## src/rtl/int_timer.sv

```systemverilog
// Programmable interval timer with a sticky interrupt flag, programmed over the
// CPU data bus (CTRL/PRESET/COUNT window plus a separate acknowledge word).
module int_timer #(
    parameter logic [31:0] BASE_ADDR = 32'h7f00,
    parameter logic [31:0] ACK_ADDR  = 32'h7f20
) (
    input  logic        clk,
    input  logic        reset,
    input  logic [31:0] addr,
    input  logic [31:0] wdata,
    input  logic [3:0]  byteen,
    output logic [31:0] rdata,
    output logic        irq
);

    typedef enum logic [1:0] {
        ST_IDLE,
        ST_LOAD,
        ST_CNT,
        ST_INT
    } state_t;

    localparam logic [29:0] CTRL_WA   = BASE_ADDR[31:2];
    localparam logic [29:0] PRESET_WA = BASE_ADDR[31:2] + 30'd1;
    localparam logic [29:0] COUNT_WA  = BASE_ADDR[31:2] + 30'd2;
    localparam logic [29:0] ACK_WA    = ACK_ADDR[31:2];

    state_t      state_reg, state_next;
    logic [3:0]  ctrl_reg, ctrl_next;
    logic [31:0] preset_reg, preset_next;
    logic [31:0] count_reg, count_next;
    logic        pending_reg, pending_next;

    logic [29:0] word_addr;
    logic        addr_unused;
    logic        wr_en;
    logic        sel_ctrl, sel_preset, sel_count;
    logic        ctrl_wr, preset_wr, ack_wr;
    logic [31:0] wmask;
    logic [3:0]  ctrl_wval;
    logic [31:0] preset_wval;
    logic        pend_set;

    logic       ctrl_en, ctrl_im;
    logic [1:0] ctrl_mode;

    assign word_addr   = addr[31:2];
    assign addr_unused = ^addr[1:0];
    assign wr_en       = |byteen;

    assign sel_ctrl   = (word_addr == CTRL_WA);
    assign sel_preset = (word_addr == PRESET_WA);
    assign sel_count  = (word_addr == COUNT_WA);

    assign ctrl_wr   = wr_en && sel_ctrl;
    assign preset_wr = wr_en && sel_preset;
    assign ack_wr    = wr_en && (word_addr == ACK_WA);

    // Expand byte enables into a bit mask for the read-modify-write merge.
    for (genvar gi = 0; gi < 4; gi++) begin : g_mask
        assign wmask[gi*8 +: 8] = {8{byteen[gi]}};
    end

    assign ctrl_wval   = (ctrl_reg & ~wmask[3:0]) | (wdata[3:0] & wmask[3:0]);
    assign preset_wval = (preset_reg & ~wmask) | (wdata & wmask);

    assign ctrl_en   = ctrl_reg[0];
    assign ctrl_mode = ctrl_reg[2:1];
    assign ctrl_im   = ctrl_reg[3];

    always_comb begin
        state_next   = state_reg;
        ctrl_next    = ctrl_reg;
        preset_next  = preset_reg;
        count_next   = count_reg;
        pending_next = pending_reg;
        pend_set     = 1'b0;

        case (state_reg)
            ST_IDLE: begin
                if (ctrl_en) state_next = ST_LOAD;
            end
            ST_LOAD: begin
                count_next = preset_reg;
                state_next = ST_CNT;
            end
            ST_CNT: begin
                if (!ctrl_en)               state_next = ST_IDLE;
                else if (count_reg == 32'd0) state_next = ST_INT;
                else                         count_next = count_reg - 32'd1;
            end
            ST_INT: begin
                pend_set = ctrl_im;
                if (ctrl_mode == 2'd1) begin
                    state_next = ST_LOAD;
                end else begin
                    ctrl_next[0] = 1'b0;
                    state_next   = ST_IDLE;
                end
            end
            default: state_next = ST_IDLE;
        endcase

        // CPU stores override the hardware EN clear taken in ST_INT.
        if (ctrl_wr)   ctrl_next   = ctrl_wval;
        if (preset_wr) preset_next = preset_wval;

        if (ack_wr || (ctrl_wr && !ctrl_wval[3])) pending_next = 1'b0;
        if (pend_set)                             pending_next = 1'b1;
    end

    always_ff @(posedge clk or negedge reset) begin
        if (!reset) begin
            state_reg   <= ST_IDLE;
            ctrl_reg    <= 4'd0;
            preset_reg  <= 32'd0;
            count_reg   <= 32'd0;
            pending_reg <= 1'b0;
        end else begin
            state_reg   <= state_next;
            ctrl_reg    <= ctrl_next;
            preset_reg  <= preset_next;
            count_reg   <= count_next;
            pending_reg <= pending_next;
        end
    end

    always_comb begin
        rdata = 32'd0;
        if (sel_ctrl)        rdata = {28'd0, ctrl_reg};
        else if (sel_preset) rdata = preset_reg;
        else if (sel_count)  rdata = count_reg;
    end

    assign irq = pending_reg;

endmodule

```

## config.mk

```make
export PLATFORM = sky130hd
export DESIGN_NAME = int_timer
export DESIGN_NICKNAME = d
export VERILOG_FILES = /design/src/rtl/int_timer.sv
export SDC_FILE = /design/constraint.sdc
export NUM_CORES = 1
export LEC_CHECK = 0
export ABC_CLOCK_PERIOD_IN_PS = 4400
export CORE_AREA = 2 2 144 90
export DETAILED_ROUTE_END_ITERATION = 8
export DIE_AREA = 0 0 146 92
export GPL_ROUTABILITY_DRIVEN = 1
export PLACE_DENSITY_LB_ADDON = 0.1
export SKIP_CTS_REPAIR_TIMING = 1
export SLEW_MARGIN = 20
export SYNTH_ARGS = -nofsm -noshare
export SYNTH_HDL_FRONTEND = slang
export SYNTH_SLANG_ARGS = --single-unit
```

## constraint.sdc

```tcl
create_clock -name clk -period 4.4 [get_ports clk]
set_clock_uncertainty 0.2 [all_clocks]
set_input_delay 0.88 -clock clk [delete_from_list [all_inputs] [get_ports clk]]
set_output_delay 0.88 -clock clk [all_outputs]
set_load 0.005 [all_outputs]
```

**Run 1: metal 1**

Supply wires on this layer in gray. Cells faint in the background.
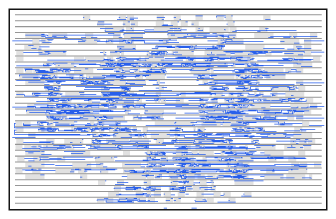
main direction: horizontal
wire length on this layer: 6430 µm
nets with wire on the layer: 532
longest straight run: 63.0 µm
share of all routed wire: 50%
met1 Use GR: 28.2%
Vias: 3960
WL final: 12800 µm

**Run 1: placement by cell class**

Scale bar: 50 µm.
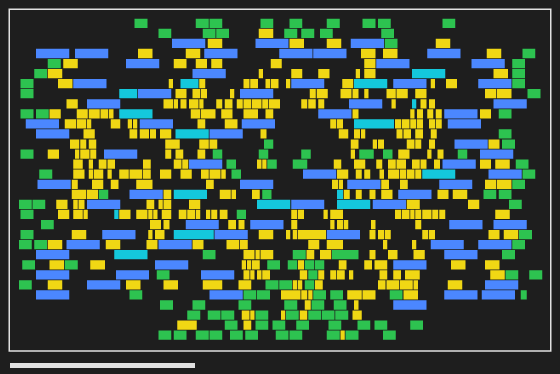
[blue] sequential cells | cells: 71 | share of their area: 32%
[yellow] remaining logic cells | cells: 328 | share of their area: 41%
[cyan] clock drivers and dummy loads | cells: 16 | share of their area: 5.9%
[green] remaining buffers and delay cells | cells: 120 | share of their area: 21%
row count: 32
cell area after layout: 5750 µm²

==> summary.txt, run 1 <==
fresh numbers from the pnr run: RR Startpoint=count_reg[0]$_DFFE_PN0P_, maximum VDD drop=0.000213 V, Hold Path Depth=1, flops out of synthesis=71, post-placement cell area=5370 µm², PwrDens=308 nW/µm², Cell area leaders=dfrtp_1 (43%), mux2_2 (9.5%), a22o_1 (6.6%), o21ai_0 (4.1%), nand2_1 (2.9%), final period utilization=98.2%, # IOs=103, Tot Pwr=1.77 mW, mapped cell area=4140 µm², CTS Buffer Depth=2, Wirelength per Cell=18.1 µm, Antenna Nets Post-Route=0, Core Area=12300 µm², global route overflow=0, Least-Margin Pin Slew=831 ps, flop2flop setup slack=1170 ps, CTS clk-pin slew, worst paths=50 ps, Die X-Extent=146 µm, die y size=92 µm, Nets=601, Vias/cell=5.62, uppermost layer routed=met4, fmax=0.232 GHz, Final TNS setup=0 ps, DRT met1 WL=6430 µm, Fillers=1202, syn_nets=499, library cells used by synthesis=56, Crit Path Max Fanout=12, crit path DAT=3240 ps, cell taking the most area after synthesis=dfrtp_1, PortBufs=100, FFs w/ async S/R, synth=100%, status=finished clean, Final HPWL DP=9060 µm, number of OpenROAD warnings=29, number of max-cap violations=0, Slew headroom=44.1%, startpoint types=input port
**Run 1: clock nets**

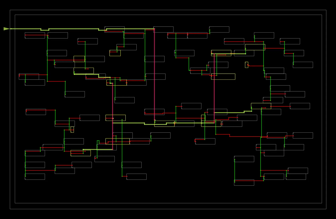
clock network power: 805 µW
CTS Buf Count: 9
Clock Latency Late Sink: 340 ps
Clock Sinks: 71

**Run 1: clock wires, drivers and flops**

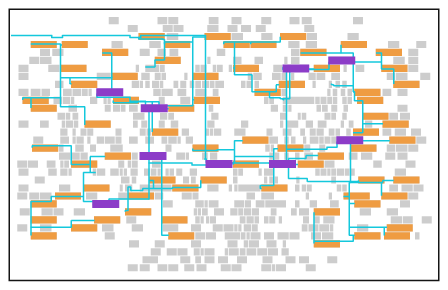
[cyan] clock wires | length: 1100 µm
[orange] flip-flops | count: 71
[purple] clock-net drivers | count: 9
routed clock nets: 10
flops lie: all over the die
Clk network pwr share: 45.4%

==> run 1: metal layers <==
metal / vias up / track usage, %
met5: - / 0
met4: 0 / 4.45
met3: 11 / 4.98
met2: 122 / 28.3
met1: 1946 / 28.2
li1: 1881 / -
==> run 1: where the power goes <==
group / internal, mW / switching [mW] / total, mW
logic: 0.134 / 0.169 / 0.304
clock network: 0.527 / 0.278 / 0.805
registers: 0.656 / 0.00763 / 0.664
==> run 1: cell usage in the layout, fill, tap and decap left out, types with 5 or more instances in the layout <==
cell type        count
a21oi_1             21
a22o_1              31
a22oi_1              5
a31oi_1              7
and3_1               7
buf_4               17
clkbuf_16            9
clkdlybuf4s50_1     99
dfrtp_1             71
mux2_2              35
nand2_1             32
nand3_1              7
nand4_1              6
nor2_1              26
nor2b_1              6
nor3_1              11
nor4_1              14
o21ai_0             34
o22ai_1              5
o31ai_1              6
or3_1                5
or4_1                6
==> run 1: cell families (layout without fill, tap and decap cells) <==
group,Yosys count,in the layout,share of synthesized area (%)
compound gates,143,143,24.3
fa+ha+maj,1,1,0.302
mux,37,37,10.0
simple gates,144,144,19.2
flops,71,71,42.9
buf+inv,32,139,3.29
==> run 1: cells in the mapped netlist, types with 5 or more instances <==
cell type and instances:
nand2_1 32, or4_1 6, mux2_2 35, buf_2 7, nor3_1 11, nor2b_1 6
o22ai_1 5, nand4_1 6, dfrtp_1 71, and3_1 7, o31ai_1 6, o21ai_0 34
a22o_1 31, nor2_1 26, a21oi_1 21, nor4_1 14, a22oi_1 5, nand3_1 7
or3_1 5, a31oi_1 7, clkbuf_1 21
==> run 1: final cells by class <==
class / instances / area, µm² / area share (%)
Clock buffer: 13 / 260 / 4.52
Clock inverter: 3 / 65.1 / 1.13
Inverter: 3 / 11.3 / 0.196
Multi-Input combinational cell: 325 / 2260 / 39.3
Sequential cell: 71 / 1780 / 30.9
Tap cell: 170 / 213 / 3.70
Timing Repair Buffer: 120 / 1170 / 20.3
==> run 1: worst max-delay path: stages <==
cell,delay (ps)
clkdlybuf4s50_1,420
nor4b_2,290
nand4_1,240
nor4_4,310
and2_4,230
buf_6,160
a22o_1,180
clkdlybuf4s50_1,510
==> run 1: through the flow <==
stage,setup WS [ps],utilization (%),cells
floorplan,704,-,428
global route,-46.2,46.7,705
finish,80.7,46.7,705
CTS,-113,46.2,703
detailed placement,-93.9,43.6,687
global placement,-82.7,43.6,687
==> run 1: worst max-delay path by stage <==
stage	startpoint	to	slack (ps)	depth (start not counted)
after floorplan	addr[7]	rdata[18]	700	6
after global placement	addr[7]	rdata[1]	-80	7
after detailed placement	addr[7]	rdata[28]	-90	7
after CTS	addr[7]	rdata[28]	-110	7
after global routing	addr[16]	rdata[28]	-50	8
final	addr[19]	rdata[28]	80	8
==> run 2: changes to the inputs <==
- ABC_CLOCK_PERIOD_IN_PS: 4400 -> 5140
- GPL_ROUTABILITY_DRIVEN: 1 -> default
- clock period: 4.4 -> 5.14 ns (I/O delays scaled with it)
==> summary.txt, run 2 <==
fresh numbers from the pnr run: status=finished clean, top cells by count=dfrtp_1 (71), mux2_2 (35), o21ai_0 (34), fmax=0.206 GHz, crit path DAT=3640 ps, Comb area=2230 µm², maximum VDD drop=0.000186 V, most frequent cells in the layout=clkdlybuf4s50_1 (99), dfrtp_1 (71), mux2_2 (35), o21ai_0 (34), nand2_1 (32), flop2flop setup slack=1670 ps, Flop area=1780 µm², cell area after layout=5650 µm², flops out of synthesis=71, PortBufs=100, number of max-cap violations=0, syn_nets=499, post-placement cell area=5330 µm², most frequent logic cell in the layout=clkdlybuf4s50_1, Fillers=1208, Least-Margin Pin Slew=936 ps, number of OpenROAD warnings=28, Vias/cell=5.60
## run 2: netlist changes by cell type in the layout (fill, tap and decap cells not counted), sizes merged
cell,change
buf,-8
clkbuf,-2
clkinv,+1
clkinvlp,+1
## run 2: metrics by stage
| step | worst slack [ps] | cells | util (%) |
|---|---|---|---|
| after floorplan | 1150 | 428 | - |
| after global placement | 297 | 681 | 43.2 |
| after detailed placement | 288 | 681 | 43.2 |
| after CTS | 264 | 697 | 45.8 |
| after global routing | 11.9 | 697 | 45.8 |
| final | 275 | 697 | 45.8 |
## run 2: logic make-up (layout without fill, tap and decap cells)
family / count (synthesis) / in the layout / synth area share [%]
simple gates: 144 / 144 / 19.2
compound gates: 143 / 143 / 24.3
flops: 71 / 71 / 42.9
mux: 37 / 37 / 10.0
buf+inv: 32 / 131 / 3.29
fa+ha+maj: 1 / 1 / 0.302
## run 2: worst max-delay path by stage
stage | startpoint | endpoint | slack, ps | cells past startpoint
2_1_floorplan | addr[7] | rdata[18] | 1150 | 6
3_3_place_gp | addr[15] | rdata[28] | 300 | 8
3_5_place_dp | addr[7] | rdata[0] | 290 | 7
4_1_cts | addr[7] | rdata[1] | 260 | 7
5_1_grt | addr[19] | rdata[28] | 10 | 8
6_report | addr[7] | rdata[29] | 270 | 7
## run 2: final cells by class
type / instances / share of cell area (%)
clock buffers: 11 / 4.29
clock inverters: 5 / 1.44
inverters: 3 / 0.199
multi-input cells: 325 / 39.4
flip-flops and latches: 71 / 31.4
well taps: 170 / 3.76
repair buffers: 112 / 19.4
## run 2: critical path, stage by stage
cell             delay, ps
clkdlybuf4s50_1        420
or4_1                  560
nor4_2                 400
and2_1                 290
buf_4                  230
a22o_1                 200
clkdlybuf4s50_1        510
## run 2: routing by layer
metal | part of all wire [%] | routed length [µm] | GRT usage (%) | vias up
li1 | - | - | - | 1860
met1 | 52 | 6520 | 29.4 | 1914
met2 | 42 | 5330 | 28.9 | 119
met3 | 5.4 | 684 | 4.68 | 11
met4 | 0.95 | 120 | 4.61 | 0
met5 | 0 | 0 | 0 | -
## run 2: report_power, final
group	switching [mW]	total (mW)	internal (mW)
sequential	0.00680	0.569	0.562
clock	0.247	0.685	0.438
combinational	0.142	0.256	0.114
**Run 2: metal 1**

Supply wires on this layer in gray. Cells faint in the background.
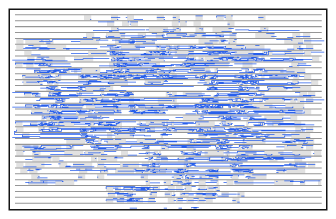
share of all routed wire: 52%
longest straight run: 41.9 µm
wire length on this layer: 6520 µm
nets with wire on the layer: 524
main direction: horizontal
WL final: 12700 µm
Vias: 3904
met1 Use GR: 29.4%

**Run 2: clock nets**

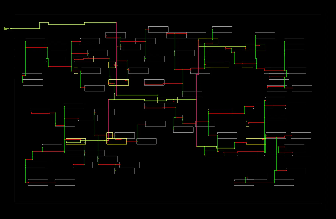
clkbuf count: 11
Seq cells: 71
clock network power: 685 µW

**Run 2: placement by cell class**

Scale bar: 50 µm.
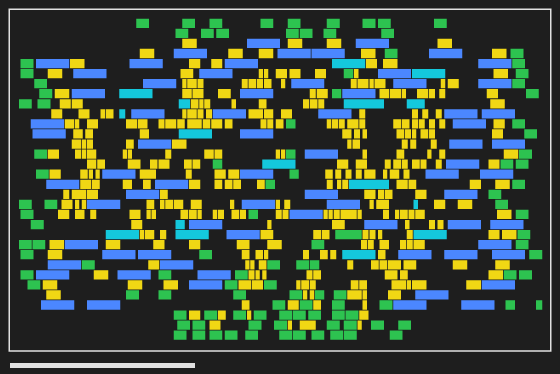
[yellow] remaining logic cells | cells: 328 | share of their area: 41%
[cyan] clock drivers and dummy loads | cells: 16 | share of their area: 6.0%
[green] remaining buffers and delay cells | cells: 112 | share of their area: 20%
[blue] sequential cells | cells: 71 | share of their area: 33%

==> run 3: changes to the inputs <==
- CELL_PAD_IN_SITES_DETAIL_PLACEMENT: default -> 0
- CELL_PAD_IN_SITES_GLOBAL_PLACEMENT: default -> 1
- MAX_ROUTING_LAYER: default -> met4
==> summary.txt, run 3 <==
fresh numbers from the pnr run: CP top delay family=simple AND/OR/NAND/NOR gates, FFs w/ async S/R, synth=100%, flops out of synthesis=71, library cells used by synthesis=56, most common cell type on the critical path=clkdlybuf4s50_1, Final WS setup=268 ps, status=finished clean, CTS clk-pin slew, worst paths=50 ps, Max stage delay on crit path=520 ps, number of OpenROAD warnings=28, Clock Latency Late Sink=340 ps, cell taking the most area after synthesis=dfrtp_1, Clock Sinks=71, mapped cell area=4140 µm², Clk network pwr share=47.4%, CTS Buf Count=9, Cell area leaders=dfrtp_1 (43%), mux2_2 (9.5%), a22o_1 (6.6%), o21ai_0 (4.1%), nand2_1 (2.9%), WL final=12800 µm, Stages on worst setup path=8, Finished Layout Cells=696, crit path DAT=3640 ps, dpl cells=680, flop2flop setup slack=1820 ps, global route overflow=0, internal power=1.18 mW, row count=32, pre-CTS setup slack=322 ps, Psw=395 µW, Final HPWL DP=8890 µm, Antenna Nets Post-Route=0, RR Startpoint=count_reg[0]$_DFFE_PN0P_, crit path cell chain=clkdlybuf4s50_1 > nor4b_1 > nand4_1 > nor4_2 > and2_0 > buf_12 > a22o_1 > clkdlybuf4s50_1, die y size=92 µm
## run 3: routing by layer
metal | vias up | wire length [µm] | GRT usage [%]
met3 | 6 | 636 | 3.98
li1 | 1854 | - | -
met2 | 114 | 5540 | 28.8
met1 | 1933 | 6570 | 29.7
met4 | 0 | 80 | 3.96
met5 | - | 0 | -
## run 3: kinds of logic (layout without fill, tap and decap cells)
| logic type | after synthesis | count (layout) | synth area share, % |
|---|---|---|---|
| AOI/OAI and AO/OA | 143 | 143 | 24.3 |
| adders and majority gates | 1 | 1 | 0.302 |
| buffers and inverters | 32 | 130 | 3.29 |
| DFF | 71 | 71 | 42.9 |
| muxes | 37 | 37 | 10.0 |
| and+or+nand+nor | 144 | 144 | 19.2 |
## run 3: per-stage QoR
stage | area (µm²) | utilization [%] | hold WS [ps] | total power, mW
5_1_grt | 5690 | 46.1 | 348 | 1.64
2_1_floorplan | 4140 | - | 287 | 0.733
4_1_cts | 5690 | 46.1 | 298 | 1.59
3_3_place_gp | 5330 | 43.3 | 276 | 0.835
3_5_place_dp | 5330 | 43.3 | 286 | 0.836
6_report | 5690 | 46.1 | 293 | 1.57
## run 3: worst max path at each step
stage	start	to	slack (ps)
2_1_floorplan	addr[7]	rdata[18]	1150
6_report	addr[19]	rdata[28]	270
4_1_cts	addr[19]	rdata[28]	300
3_3_place_gp	addr[19]	rdata[28]	290
3_5_place_dp	addr[19]	rdata[28]	320
5_1_grt	addr[19]	rdata[28]	80
## run 3: power by group through the flow
stage	registers (mW)	logic (mW)	clock network, mW
after floorplan	0.576	0.156	0
after global placement	0.579	0.256	0
after detailed placement	0.579	0.257	0
after CTS	0.569	0.258	0.764
after global routing	0.570	0.285	0.783
final	0.569	0.258	0.745
## run 3: cell type report
type / count / area [µm²]
fillers: 1225 / 6640
flip-flops and latches: 71 / 1780
well taps: 170 / 213
clock buffers: 11 / 253
clock inverters: 5 / 104
multi-input cells: 325 / 2230
repair buffers: 111 / 1100
inverters: 3 / 11.3
**Run 3: clock nets**

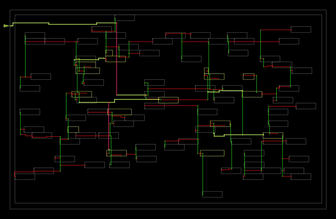
clock network power: 745 µW

**Run 3: placement by cell class**

Scale bar: 50 µm.
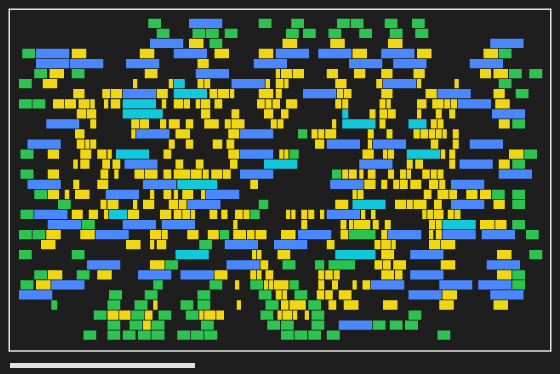
[cyan] clock drivers and dummy loads | cells: 16 | share of their area: 6.5%
[green] remaining buffers and delay cells | cells: 111 | share of their area: 20%
[yellow] remaining logic cells | cells: 328 | share of their area: 41%
[blue] sequential cells | cells: 71 | share of their area: 32%
Core Area: 12300 µm²
cell area after layout: 5690 µm²
final design utilization: 46.1%

**Run 3: metal 1**

Supply wires on this layer in gray. Cells faint in the background.
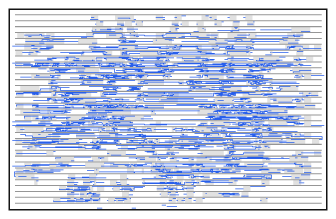
nets with wire on the layer: 528
main direction: horizontal
share of all routed wire: 51%

No activity file was given, so power comes from the tool's default toggle rates.
